==> config.mk <==
export PLATFORM = sky130hd
export DESIGN_NAME = muladd_arbiter
export DESIGN_NICKNAME = d
export VERILOG_FILES = /design/src/rtl/muladd_pkg.sv /design/src/rtl/rr_arbiter.sv /design/src/rtl/muladd_arbiter.sv
export SDC_FILE = /design/constraint.sdc
export NUM_CORES = 1
export LEC_CHECK = 0
export CORE_MARGIN = 3
export CORE_UTILIZATION = 43
export CTS_BUF_LIST = sky130_fd_sc_hd__clkbuf_4 sky130_fd_sc_hd__clkbuf_8
export CTS_CLUSTER_DIAMETER = 80
export DETAILED_ROUTE_END_ITERATION = 10
export GPL_TIMING_DRIVEN = 0
export PLACE_DENSITY_LB_ADDON = 0.3
export SLEW_MARGIN = 0
export SYNTH_ARGS = -nofsm -noshare
export SYNTH_HDL_FRONTEND = slang
export SYNTH_SLANG_ARGS = --single-unit
==> constraint.sdc <==
create_clock -name clock -period 6.1 [get_ports clock]
set_input_delay 1.22 -clock clock [delete_from_list [all_inputs] [get_ports clock]]
set_output_delay 1.22 -clock clock [all_outputs]
set_load 0.005 [all_outputs]
==> src/rtl/muladd_pkg.sv <==
// muladd_pkg: shared widths, types and the arithmetic reference for the
// muladd round-robin scheduler.
//   A_W      operand width of the DSP multiplier inputs
//   C_W      addend / result width
//   ID_W     requester-index width held in the tracker (covers up to 8)
//   mac_op_t one requester operation {a, b, c}
//   tag_t    one tracker stage {valid, id}
//   mac_ref  y = a*b + c with signed 8-bit operands, wrapped to 16 bits
package muladd_pkg;

  localparam int A_W  = 8;
  localparam int C_W  = 16;
  localparam int ID_W = 3;

  typedef struct packed {
    logic [A_W-1:0] a;
    logic [A_W-1:0] b;
    logic [C_W-1:0] c;
  } mac_op_t;

  typedef struct packed {
    logic            valid;
    logic [ID_W-1:0] id;
  } tag_t;

  function automatic logic [C_W-1:0] mac_ref(input logic [A_W-1:0] a,
                                             input logic [A_W-1:0] b,
                                             input logic [C_W-1:0] c);
    logic [C_W-1:0] ax;
    logic [C_W-1:0] bx;
    logic [C_W-1:0] prod;
    // Sign-extend both operands; the low 16 bits of the product are the
    // same whether the multiply is treated as signed or unsigned.
    ax   = {{(C_W-A_W){a[A_W-1]}}, a};
    bx   = {{(C_W-A_W){b[A_W-1]}}, b};
    prod = ax * bx;
    return prod + c;
  endfunction

endpackage

==> src/rtl/rr_arbiter.sv <==
// rr_arbiter: combinational round-robin grant.
//   req    in  N      pending requests
//   en     in  1      grant permitted this cycle
//   ptr    in  IDX_W  highest-priority index, search proceeds upward with wrap
//   grant  out N      one-hot grant, zero when nothing granted
//   idx    out IDX_W  index of the granted request (0 when none)
//   found  out 1      a grant was issued
module rr_arbiter #(
  parameter int N     = 4,
  parameter int IDX_W = 2
) (
  input  logic [N-1:0]     req,
  input  logic             en,
  input  logic [IDX_W-1:0] ptr,
  output logic [N-1:0]     grant,
  output logic [IDX_W-1:0] idx,
  output logic             found
);

  always_comb begin
    int j;
    grant = '0;
    idx   = '0;
    found = 1'b0;
    j     = 0;
    if (en) begin
      for (int k = 0; k < N; k++) begin
        // ptr is always < N, so a single conditional subtract wraps it.
        j = int'(ptr) + k;
        if (j >= N) j = j - N;
        if (!found && req[j]) begin
          found    = 1'b1;
          grant[j] = 1'b1;
          idx      = IDX_W'(j);
        end
      end
    end
  end

endmodule

==> src/rtl/muladd_arbiter.sv <==
// muladd_arbiter: shares one pipelined multiply-add DSP (y = a*b + c) among
// NREQ requesters with round-robin issue, in-order result routing and a
// whole-pipeline stall when a returning result is not accepted.
//   clock, reset           clock; asynchronous active-low reset
//   req_valid/req_ready    per-requester issue handshake (ready one-hot)
//   req_a/req_b/req_c      per-requester operands, slice i per requester
//   rsp_valid/rsp_ready    per-requester result handshake (valid one-hot)
//   rsp_y                  result data shared by all requesters
//   dsp_a/dsp_b/dsp_c      operands to the DSP
//   dsp_en                 DSP pipeline enable (low while stalled)
//   dsp_y                  DSP result, aligned with the last tracker stage
//   busy                   any operation in flight
module muladd_arbiter
  import muladd_pkg::*;
#(
  parameter int NREQ    = 4,
  parameter int LATENCY = 2
) (
  input  logic                  clock,
  input  logic                  reset,
  input  logic [NREQ-1:0]       req_valid,
  output logic [NREQ-1:0]       req_ready,
  input  logic [NREQ*A_W-1:0]   req_a,
  input  logic [NREQ*A_W-1:0]   req_b,
  input  logic [NREQ*C_W-1:0]   req_c,
  output logic [NREQ-1:0]       rsp_valid,
  input  logic [NREQ-1:0]       rsp_ready,
  output logic [C_W-1:0]        rsp_y,
  output logic [A_W-1:0]        dsp_a,
  output logic [A_W-1:0]        dsp_b,
  output logic [C_W-1:0]        dsp_c,
  output logic                  dsp_en,
  input  logic [C_W-1:0]        dsp_y,
  output logic                  busy
);

  localparam int PTR_W = (NREQ > 1) ? $clog2(NREQ) : 1;

  tag_t             tag_q [LATENCY];
  tag_t             tag_d [LATENCY];
  logic [PTR_W-1:0] ptr_q;
  logic [PTR_W-1:0] ptr_d;

  mac_op_t          ops [NREQ];
  mac_op_t          sel_op;
  logic [NREQ-1:0]  rsp_hit;
  logic             stall;
  logic             arb_en;
  logic [NREQ-1:0]  grant;
  logic [PTR_W-1:0] gnt_idx;
  logic             gnt_found;

  // Unpack the flat requester buses and decode the last tracker stage.
  for (genvar gi = 0; gi < NREQ; gi++) begin : g_req
    assign ops[gi].a   = req_a[gi*A_W +: A_W];
    assign ops[gi].b   = req_b[gi*A_W +: A_W];
    assign ops[gi].c   = req_c[gi*C_W +: C_W];
    assign rsp_hit[gi] = tag_q[LATENCY-1].valid &&
                         (tag_q[LATENCY-1].id == ID_W'(gi));
  end

  // Only the requester owning the last stage can hold off the pipeline.
  assign stall     = |(rsp_hit & ~rsp_ready);
  assign dsp_en    = ~stall;
  assign rsp_valid = rsp_hit;
  assign rsp_y     = dsp_y;

  // Gating with reset keeps req_ready and the operand mux at their idle
  // values the moment reset asserts, not one edge later.
  assign arb_en = ~stall & reset;

  rr_arbiter #(
    .N     (NREQ),
    .IDX_W (PTR_W)
  ) u_arb (
    .req   (req_valid),
    .en    (arb_en),
    .ptr   (ptr_q),
    .grant (grant),
    .idx   (gnt_idx),
    .found (gnt_found)
  );

  assign req_ready = grant;

  always_comb begin
    sel_op = '0;
    if (gnt_found) sel_op = ops[gnt_idx];
  end

  assign dsp_a = sel_op.a;
  assign dsp_b = sel_op.b;
  assign dsp_c = sel_op.c;

  // Tracker and pointer advance together with the DSP; everything holds
  // while stalled so the tag stays aligned with dsp_y.
  always_comb begin
    tag_d = tag_q;
    ptr_d = ptr_q;
    if (!stall) begin
      tag_d[0].valid = gnt_found;
      tag_d[0].id    = ID_W'(gnt_idx);
      for (int i = 1; i < LATENCY; i++) tag_d[i] = tag_q[i-1];
      if (gnt_found) begin
        ptr_d = (gnt_idx == PTR_W'(NREQ-1)) ? '0 : gnt_idx + PTR_W'(1);
      end
    end
  end

  always_ff @(posedge clock or negedge reset) begin
    if (!reset) begin
      ptr_q <= '0;
      for (int i = 0; i < LATENCY; i++) tag_q[i] <= '0;
    end else begin
      ptr_q <= ptr_d;
      for (int i = 0; i < LATENCY; i++) tag_q[i] <= tag_d[i];
    end
  end

  always_comb begin
    busy = 1'b0;
    for (int i = 0; i < LATENCY; i++) busy = busy | tag_q[i].valid;
  end

endmodule

**Run 1: track usage over the die**

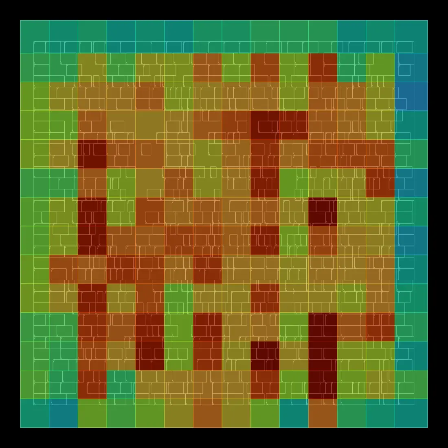
Global Route Usage Sum: 0.3192
GR Layer Usage met1: 0.4166
busiest grt layer: met2
M2 GR Usage: 0.5403

**Run 1: gate families picked out**

Bar = 20 um.
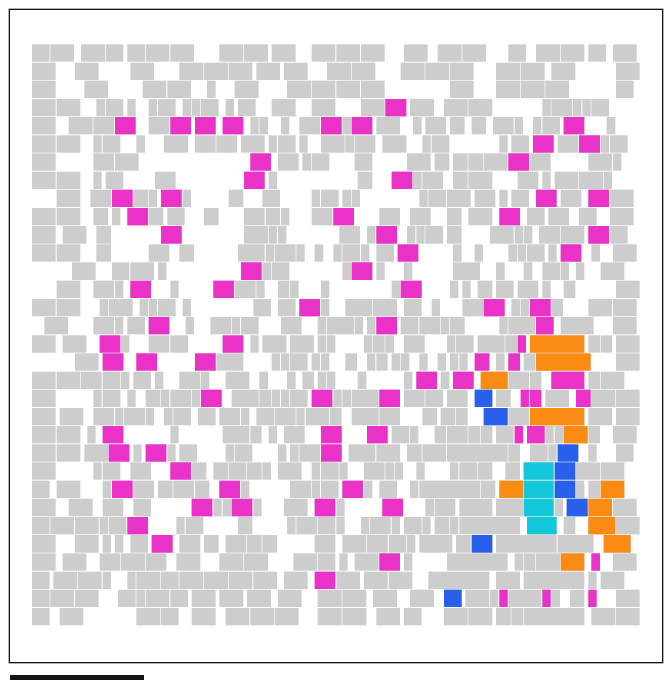
legend:
  nor cells:
    colour: magenta
    cells: 78
    most_used: nor4b_1
  mux cells:
    colour: orange
    cells: 11
    most_used: mux2i_1
  fa/ha/maj cells:
    colour: cyan
    cells: 4
    most_used: ha_1
    where: lower right
  non-inverting ao/oa cells:
    colour: blue
    cells: 8
    most_used: a22o_1
    where: lower right
most frequent logic cell in the layout: clkdlybuf4s50_1
final cell count without fillers: 830
logic share of the area: 0.5038

**Run 1: the metal 3 layer**

Bar = 20 um.
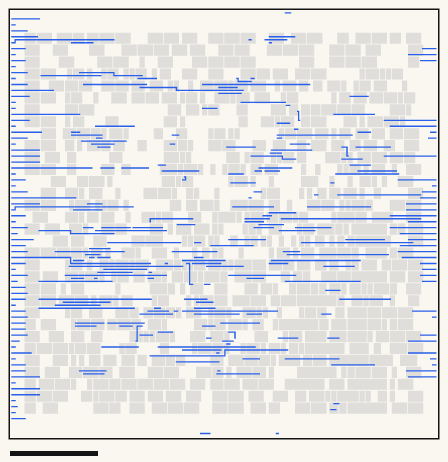
longest straight run: 31.7 um
main direction: horizontal
WL final: 16,530 um
M3 GR Usage: 0.05025
Vias: 5,512

==> results.py, run 1 <==
# Auto-generated metrics
metrics = {
    "cells_and_area": {
        "final-clk-cell-share": 0.007235,
        "final-nonclk-buf-share": 0.4289,
        "logic_gates": 430,
        "final_cell_mix": "clkdlybuf4s50_1, nand2_1, a22oi_1, nor4b_1, a311oi_1",
        "signal_buffers": 283,
        "fin_util": 0.7199,
        "seqCellArea_um2": 200.2,
        "design.seq.count": 8,
        "largest_class": "multi-input combinational cells",
        "diodes": 0,
        "nClkBuffers": 3,
    },
    "clock_network": {
        "clock-root-buffer": "clkbuf_8",
        "cts_tree": "built",
        "cts_buffer_depth": 2,
        "htreeDepth": 1,
        "cts_hold_buf": 0,
        "cts.sinks": 8,
    },
    "worst_setup_path": {
        "criticalPathCategory": "register to primary output",
        "worst_ep_arrival_time_ns": 4.51,
        "end_kind": "primary output",
        "worst_path_max_delay_cell": "mux4_2",
        "path_buffers": 8,
        "slowest_delay_ns": 0.63,
    },
    "sta": {
        "finalCritPeriodShare": 0.9395,
        "rsz0062_at_grt": "false",
        "finalClockSkew_ns": 0.001036,
        "fin_crit_ns": 5.731,
    },
    "synthesis": {
        "mux_area_frac": 0.04200,
        "ys_seq_share": 0.05554,
        "fp_nets": 690,
        "syn_area_per_cell_um2": 6.776,
        "flop_cell": "dfrtp_1",
        "syn_area_um2": 3605,
        "ys_sh_aoi": 0.3964,
        "ys_types": 40,
        "yosys_warnings": 0,
        "edf_count": 0,
        "ys_top_logic_family": "AND-OR/OR-AND gates",
    },
    "run_status": {
        "status": "finished clean",
    },
    "floorplan": {
        "fp_util": 0.4547,
        "well_tap_count": 102,
        "rows": 32,
        "core_area_um2": 7928,
        "die_width_um": 97.56,
        "fp.dieH_um": 97.56,
    },
    "detailed_routing": {
        "drt_iter0_drc": 715,
        "vias_per_cell": 6.641,
    },
    "pwr": {
        "combPwrFrac": 0.939,
        "pg_seq_uw": 102,
        "leakagePower_nw": 2.070,
        "seqPwrFrac": 0.037,
        "pg_clk_uw": 63.6,
        "comb-power_mw": 2.57,
        "p_clk_frac": 0.023,
        "switchingPower_mw": 1.475,
        "switching_share": 0.5386,
    },
    "global_routing": {
        "grt_overflow_total": 0,
        "grt_antenna_before_repair": 0,
        "grt_max_degree": 12,
    },
    "placed_design": {
        "port_buffers": 193,
        "gp_congestion": 0.9854,
    },
}
## run 1: synthesized netlist by cell type, types with 6 or more instances
cell type | instances | share of area
nor4b_1 | 64 | 0.16
a311oi_1 | 64 | 0.16
o22ai_1 | 34 | 0.059
a22oi_1 | 64 | 0.13
buf_6 | 13 | 0.041
buf_4 | 17 | 0.035
nor2_1 | 7 | 0.0073
clkbuf_1 | 48 | 0.050
nand2_1 | 138 | 0.14
a21oi_1 | 6 | 0.0083
buf_2 | 11 | 0.015
dfrtp_1 | 8 | 0.056
## run 1: worst paths after layout
kind                                       from                   end  slack, ns  cells after the start
max                        ptr_q[0]$_DFFE_PN0P_              dsp_c[6]       0.37                     14
min in group asynchronous                 reset  tag_q[3]$_DFFE_PN0N_       1.29                      1
min                        tag_q[7]$_DFFE_PN0N_  tag_q[3]$_DFFE_PN0N_       0.49                      1
max reg2reg                ptr_q[0]$_DFFE_PN0P_  ptr_q[0]$_DFFE_PN0P_       2.51                     13
min reg2reg                tag_q[7]$_DFFE_PN0N_  tag_q[3]$_DFFE_PN0N_       0.49                      1
max in group asynchronous                 reset  ptr_q[0]$_DFFE_PN0P_       4.53                      1
## run 1: per-layer routing
layer | part of all wire | routed length [um] | global-route usage | up-vias
li1 | - | - | - | 2493
met1 | 0.38 | 6326 | 0.4166 | 2561
met2 | 0.49 | 8048 | 0.5403 | 412
met3 | 0.10 | 1703 | 0.05025 | 46
met4 | 0.027 | 448 | 0.09265 | 0
met5 | 0 | 0 | 0 | -
## run 1: sequential cells by signal (all words and copies together) (netlist names)
name and cells:
ptr_q 2, tag_q 6
## Run 2: what changed since run 1
- GPL_TIMING_DRIVEN: 0 -> default
==> results.py, run 2 <==
# Auto-generated metrics
metrics = {
    "run_status": {
        "status": "finished clean",
    },
    "sta": {
        "setup-tns-final_ns": 0,
        "finalClockSkew_ns": 0.01002,
        "fin_crit_ns": 5.470,
        "slew_viol_final": 0,
        "rsz0062_at_grt": "false",
        "setup_viol": 0,
        "tightest_slew_ns": 1.008,
        "finalHoldViolCount": 0,
        "finalCritPeriodShare": 0.8967,
        "slew_headroom": 0.3278,
        "fmax_mhz": 182.8,
    },
    "clock_network": {
        "postCtsSetupBuffers": 0,
        "cts_hold_buf": 0,
        "clock-root-buffer": "clkbuf_8",
        "cts_made_buffers": 3,
        "htreeDepth": 1,
        "cts.repair.resized": 0,
        "clk_pin_slew_ns": 0.04,
        "cts_tree": "built",
        "insertion_delay_ns": 0.24,
        "cts_buffer_depth": 2,
        "cts.sinks": 8,
    },
    "global_routing": {
        "grt_busiest_layer": "met2",
        "use_met2": 0.4481,
        "grt_max_degree": 112,
        "use_met1": 0.3508,
        "grt_use_met3": 0.04235,
        "grt_antenna_before_repair": 0,
        "grt_usage": 0.2716,
        "grt_pass1_vias": 4499,
        "grt_overflow_total": 0,
        "grt_pass1_wl_um": 22180,
    },
    "detailed_routing": {
        "top_layer_used": "met4",
        "antenna_left": 0,
        "routedWlPerCell_um": 19.11,
        "num_vias": 4959,
        "met2_length_um": 6753,
        "drt_iter0_drc": 444,
        "routed_wl_um": 14140,
        "wl_met3_um": 1270,
        "wl_met1_um": 5551,
        "drt_first_pass_iters": 6,
        "drc": 0,
        "vias_per_cell": 6.701,
    },
    "pwr": {
        "seqPwrFrac": 0.055,
        "powerDensity_nw_per_um2": 469.5,
        "p_int_mw": 1.127,
        "leakagePower_nw": 1.828,
        "vdd_drop_max_mv": 0.2817,
        "switching_share": 0.5382,
        "switchingPower_mw": 1.313,
        "combPwrFrac": 0.915,
        "p_clk_frac": 0.030,
        "design_power_total_mw": 2.440,
    },
    "synthesis": {
        "flop_cell": "dfrtp_1",
        "synthSimpleGateAreaFrac": 0.3429,
        "ys_seq_share": 0.05554,
        "syn_area_um2": 3605,
        "ys_types": 40,
        "edf_count": 0,
        "syn_area_per_cell_um2": 6.776,
        "yosys_warnings": 0,
        "ys.flops": 8,
        "top_cells_by_area": "a311oi_1, nor4b_1, nand2_1",
        "synth_adder_area_share": 0.01388,
        "fp_nets": 690,
        "async_flop_share": 1.000,
        "ys_top_logic_family": "AND-OR/OR-AND gates",
        "synthTopCellsByCount": "nand2_1, a22oi_1, a311oi_1, nor4b_1, clkbuf_1",
        "top_area_frac": 0.1555,
        "yosys.area_share.xor_xnor": 0.002430,
        "syn_inst": 532,
        "ys_sh_aoi": 0.3964,
        "top_cell": "nand2_1",
        "yosysTopAreaCell": "a311oi_1",
        "yosysChipArea_um2": 3605,
        "ys_cells": 532,
        "mux_area_frac": 0.04200,
    },
    "worst_setup_path": {
        "path_buffers": 4,
        "crit_family": "buffers and inverters",
        "worst_ep_arrival_time_ns": 4.25,
        "cp.required_ns": 4.88,
        "crit_chain": "clkdlybuf4s50_1 > mux4_2 > nor2b_4 > buf_4 > nor2_4 > buf_4 > a311oi_1 > o22ai_1 > clkdlybuf4s50_1",
        "cp_max_fo": 34,
        "slowest_delay_ns": 0.63,
        "start_kind": "input port",
        "criticalPathCategory": "input port to primary output",
        "worst_path_max_delay_cell": "mux4_2",
        "end_kind": "primary output",
    },
    "run": {
        "warnings": 31,
        "max-cap-violations": 0,
    },
    "placed_design": {
        "port_buffers": 179,
        "dp_hpwl_um": 9975,
        "gp_congestion": 0.8877,
    },
    "hold_path": {
        "hp-class": "register to register",
    },
    "floorplan": {
        "pin_count": 212,
        "rows": 32,
        "dieArea_um2": 9518,
        "fp.dieH_um": 97.56,
        "fp_util": 0.4547,
        "die_width_um": 97.56,
        "core_area_um2": 7928,
    },
    "cells_and_area": {
        "largest_register_ffs": 6,
        "largestRegisters": "tag_q: 6 flops, ptr_q: 2 flops",
        "final_cell_mix": "clkdlybuf4s50_1, nand2_1, a22oi_1, nor4b_1, a311oi_1",
        "fill_cells": 703,
        "final_nets": 797,
        "area_growth_pct": 44.19,
        "largest_register": "tag_q",
        "mostFrequentLayoutCell": "clkdlybuf4s50_1",
        "drive_above_1_share": 0.05329,
        "fin_util": 0.6556,
        "diodes": 0,
    },
}
-- run 2: cell counts after synthesis --
Identical to the previous run, type by type.
-- run 2: final cells by class --
class,instances,area [um2],area share
Inverter,4,15.01,0.002889
Clock buffer,4,48.80,0.009389
Sequential cell,8,203.9,0.03924
Multi-Input combinational cell,430,2900,0.5580
Timing Repair Buffer,192,1902,0.3659
Tap cell,102,127.6,0.02455
-- run 2: power groups by stage --
stage,sequential (mW),clock (mW),combinational (mW)
2_1_floorplan,0.0953,0,1.61
3_3_place_gp,0.131,0,2.15
3_5_place_dp,0.134,0,2.21
4_1_cts,0.134,0.0741,2.22
5_1_grt,0.142,0.0774,2.42
6_report,0.134,0.0739,2.23
-- run 2: worst paths after layout --
| kind | start | to | slack, ns | cells past startpoint |
|---|---|---|---|---|
| hold reg to reg | tag_q[7]$_DFFE_PN0N_ | tag_q[7]$_DFFE_PN0N_ | 0.49 | 1 |
| max in group asynchronous | reset | ptr_q[0]$_DFFE_PN0P_ | 4.52 | 1 |
| hold / removal | tag_q[7]$_DFFE_PN0N_ | tag_q[7]$_DFFE_PN0N_ | 0.49 | 1 |
| setup reg to reg | ptr_q[0]$_DFFE_PN0P_ | tag_q[4]$_DFFE_PN0N_ | 3.01 | 7 |
| setup / recovery | req_valid[2] | dsp_c[6] | 0.63 | 9 |
| min in group asynchronous | reset | ptr_q[1]$_DFFE_PN0P_ | 1.27 | 1 |
-- run 2: through the flow --
stage          cells  hold slack, ns  worst slack [ns]  area [um2]
6_report         740          0.4916            0.6298        5197
3_5_place_dp     736          0.4871            0.6680        5149
2_1_floorplan    532          0.4406             1.769        3605
4_1_cts          740          0.4969            0.6550        5197
5_1_grt          740          0.5137            0.4437        5197
3_3_place_gp     736          0.4678            0.7282        5149
**Run 2: gate families picked out**

Bar = 20 um.
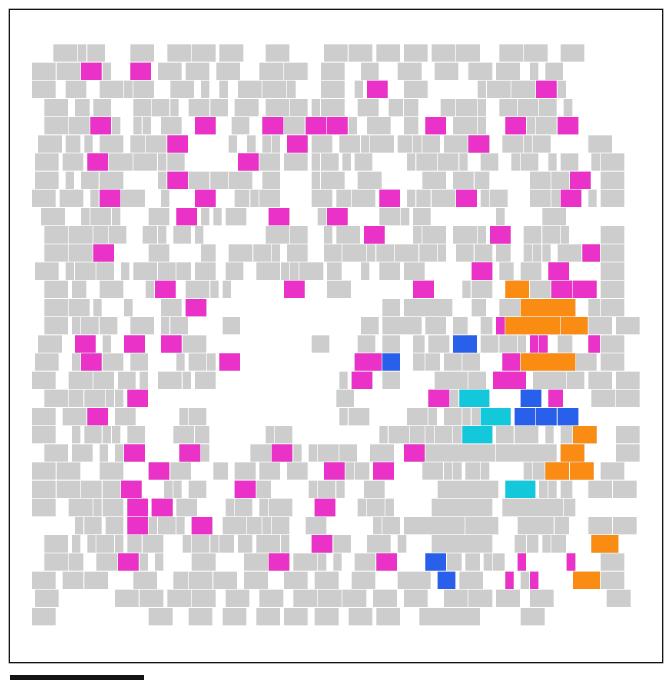
legend:
  fa/ha/maj cells:
    colour: cyan
    cells: 4
    most_used: ha_1
  nor cells:
    colour: magenta
    cells: 78
    most_used: nor4b_1
    where: widely spread
  non-inverting ao/oa cells:
    colour: blue
    cells: 8
    most_used: a22o_1
  mux cells:
    colour: orange
    cells: 11
    most_used: mux2i_1
logic share of the area: 0.5580
final cell count without fillers: 740

**Run 2: layout detail**

Bar = 10 um. Region (53, 4) to (93, 44) um. Cells in grey, sequential cells in the stronger grey; small squares are vias.
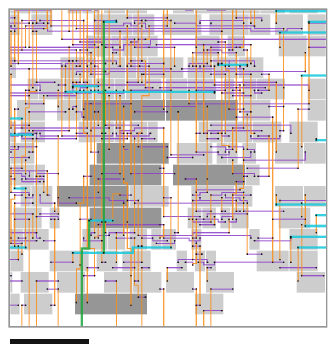
legend:
  metal 4:
    colour: green
  metal 1:
    colour: purple
  metal 3:
    colour: cyan
  metal 2:
    colour: orange
cells with their middle in the window: 111
sequential cells in the window: 8
netlist names of flops here include: `tag_q` (6), `ptr_q` (2)
most frequent: clkdlybuf4s50_1 (26), nand2_1 (16), dfrtp_1 (7)

## Run 3: what changed since run 2
- ABC_AREA: default -> 1
- CORE_UTILIZATION: 43 -> 34
- clock period: 6.1 -> 5.6 ns (I/O delays scaled with it)
==> results.py, run 3 <==
# Auto-generated metrics
metrics = {
    "floorplan": {
        "pin_count": 212,
        "fp.dieH_um": 93.58,
        "die_width_um": 93.58,
        "core_area_um2": 7331,
        "dieArea_um2": 8756,
        "fp_util": 0.3557,
        "rows": 31,
    },
    "clock_network": {
        "cts_buffer_depth": 2,
        "cts.repair.resized": 0,
        "clk_pin_slew_ns": 0.04,
        "clock-root-buffer": "clkbuf_8",
        "cts_tree": "built",
        "cts_hold_buf": 0,
        "cts.sinks": 8,
        "cts_made_buffers": 3,
        "insertion_delay_ns": 0.22,
        "htreeDepth": 1,
        "postCtsSetupBuffers": 0,
    },
    "worst_setup_path": {
        "start_kind": "input port",
        "slowest_delay_ns": 0.53,
        "criticalPathCategory": "input port to primary output",
        "cp_max_fo": 33,
        "worst_path_max_delay_cell": "clkdlybuf4s50_1",
        "cp.required_ns": 4.48,
        "crit_chain": "clkdlybuf4s50_1 > inv_1 > nand2_1 > nand3_2 > nand2_4 > nor2_8 > nand3b_1 > nand3_2 > nand2_4 > inv_2 > nand3_1 > a21oi_1 > clkdlybuf4s50_1",
        "end_kind": "primary output",
        "worst_ep_arrival_time_ns": 3.78,
    },
    "global_routing": {
        "grt_usage": 0.2032,
        "grt_pass1_wl_um": 14800,
        "grt_overflow_total": 0,
        "grt_antenna_before_repair": 0,
        "grt_max_degree": 49,
        "grt_pass1_vias": 3258,
    },
    "detailed_routing": {
        "antenna_left": 0,
        "drt_first_pass_iters": 5,
        "routedWlPerCell_um": 12.87,
        "vias_per_cell": 4.814,
        "routed_wl_um": 9548,
        "drc": 0,
        "drt_iter0_drc": 113,
    },
    "synthesis": {
        "fp_nets": 656,
        "flop_cell": "dfrtp_1",
        "ys_top_logic_family": "simple AND/OR/NAND/NOR gates",
        "yosysChipArea_um2": 2608,
        "ys_sh_aoi": 0.2001,
        "synthSimpleGateAreaFrac": 0.4131,
        "ys_seq_share": 0.07678,
        "top_cell": "nand2_1",
        "syn_area_per_cell_um2": 5.236,
        "synthTopCellsByCount": "nand2_1, inv_1, nand3_1",
        "top_area_frac": 0.1843,
        "yosysTopAreaCell": "nand2_1",
        "async_flop_share": 1.000,
        "synth_adder_area_share": 0.01919,
        "edf_count": 0,
        "ys_types": 31,
        "mux_area_frac": 0,
        "syn_inst": 498,
        "ys_cells": 498,
        "yosys.area_share.xor_xnor": 0,
        "top_cells_by_area": "nand2_1, inv_1, nand3_1",
        "syn_area_um2": 2608,
        "yosys_warnings": 0,
        "ys.flops": 8,
    },
    "cells_and_area": {
        "final_nets": 803,
        "drive_above_1_share": 0.05288,
        "stdcell_count": 742,
        "diodes": 0,
        "mostFrequentLayoutCell": "clkdlybuf4s50_1",
        "fill_cells": 718,
        "largest_register": "tag_q",
        "final_cell_mix": "clkdlybuf4s50_1, nand2_1, inv_1, nand3_1, a21oi_1",
        "largestRegisters": "tag_q: 6 flops, ptr_q: 2 flops",
        "largest_register_ffs": 6,
        "area_growth_pct": 66.46,
        "stdcell_area_um2": 4340,
        "fin_util": 0.5921,
    },
    "placed_design": {
        "dp_slack_ns": 0.6938,
        "dpl_cell_area_um2": 4299,
        "port_buffers": 179,
        "gp_congestion": 0.8701,
        "place_inst": 739,
        "dp_hpwl_um": 7491,
    },
    "sta": {
        "setup_viol": 0,
        "fin_crit_ns": 4.900,
        "slew_headroom": 0.5906,
        "slew_viol_final": 0,
        "fmax_mhz": 204.1,
        "tightest_slew_ns": 0.6132,
        "finalHoldViolCount": 0,
        "worst_slack_ns": 0.6997,
        "finalClockSkew_ns": 0.003736,
        "setup-tns-final_ns": 0,
        "hold_slack_ns": 0.4680,
        "rsz0062_at_grt": "false",
        "finalCritPeriodShare": 0.8751,
    },
    "run": {
        "warnings": 29,
        "max-cap-violations": 0,
    },
    "pwr": {
        "leakagePower_nw": 2.189,
        "powerDensity_nw_per_um2": 452.7,
        "vdd_drop_max_mv": 0.2583,
        "design_power_total_mw": 1.965,
    },
    "run_status": {
        "status": "finished clean",
    },
    "hold_path": {
        "hp-class": "register to register",
    },
}
[run 3: metal layers]
layer	part of all wire	track usage	wire, um	vias up
met2	0.50	0.3621	4761	170
met5	0	0	0	-
met3	0.082	0.03701	780	18
met4	0.023	0.05415	218	0
li1	-	-	-	1796
met1	0.40	0.2494	3787	1588
[run 3: path summary, 6_finish.rpt]
| kind | startpoint | endpoint | slack, ns | depth (start not counted) |
|---|---|---|---|---|
| worst max-delay path | req_valid[3] | dsp_a[7] | 0.70 | 13 |
| worst min-delay path | tag_q[7]$_DFFE_PN0N_ | tag_q[3]$_DFFE_PN0N_ | 0.47 | 2 |
| worst max register to register | ptr_q[0]$_DFFE_PN0P_ | ptr_q[1]$_DFFE_PN0P_ | 3.01 | 12 |
| worst min register to register | tag_q[7]$_DFFE_PN0N_ | tag_q[3]$_DFFE_PN0N_ | 0.47 | 2 |
| max in group asynchronous | reset | tag_q[0]$_DFFE_PN0N_ | 4.13 | 1 |
| min in group asynchronous | reset | tag_q[7]$_DFFE_PN0N_ | 1.19 | 1 |
[run 3: final cells by class]
type                            count  area [um2]  area share
Sequential cell                     8       200.2     0.04612
Tap cell                           99       123.9     0.02854
Multi-Input combinational cell    322        1654      0.3811
Timing Repair Buffer              185        1849      0.4261
Clock buffer                        3       41.29    0.009513
Inverter                          125       471.7      0.1087
[run 3: logic make-up after synthesis]
kind of cell,after synthesis
buffers and inverters,168
AND/OR/NAND/NOR,232
adder cells (fa/ha/maj),4
AND-OR/OR-AND,86
flip-flops,8
[run 3: report_power, final]
part | switching [mW] | internal [mW]
Combinational | 1.02 | 0.763
Clock | 0.0195 | 0.0463
Sequential | 0.0327 | 0.0853
[run 3: critical path, delay by kind of cell]
family                 cells  cell delay [ns]
and+or+nand+nor            8             0.96
buffers and inverters      4             1.51
AOI/OAI and AO/OA          1             0.17
**Run 3: met1 routing**

Bar = 20 um. Supply wires on this layer in grey.
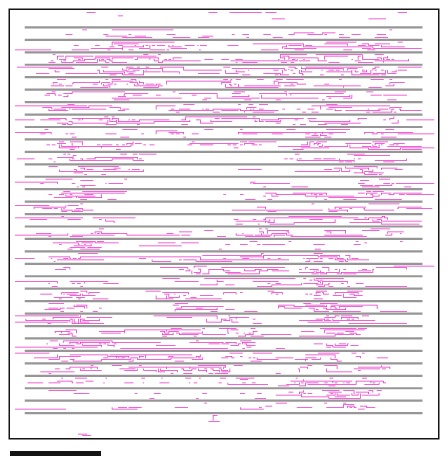
wire length on this layer: 3,790 um
main direction: horizontal
share of all routed wire: 40%
longest straight run: 26.2 um
Vias: 3,572
GR Layer Usage met1: 0.2494

**Run 3: layout detail**

Bar = 10 um. Region (50, 3) to (90, 43) um. Cells in grey, sequential cells in the stronger grey; small squares are vias.
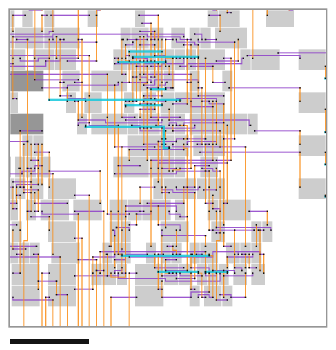
legend:
  metal 1:
    colour: purple
  metal 3:
    colour: cyan
  metal 2:
    colour: orange
cells with their middle in the window: 124
most frequent: nand2_1 (24), inv_1 (19), clkdlybuf4s50_1 (18)
sequential cells in the window: 0

No activity file was given, so power comes from the tool's default toggle rates.
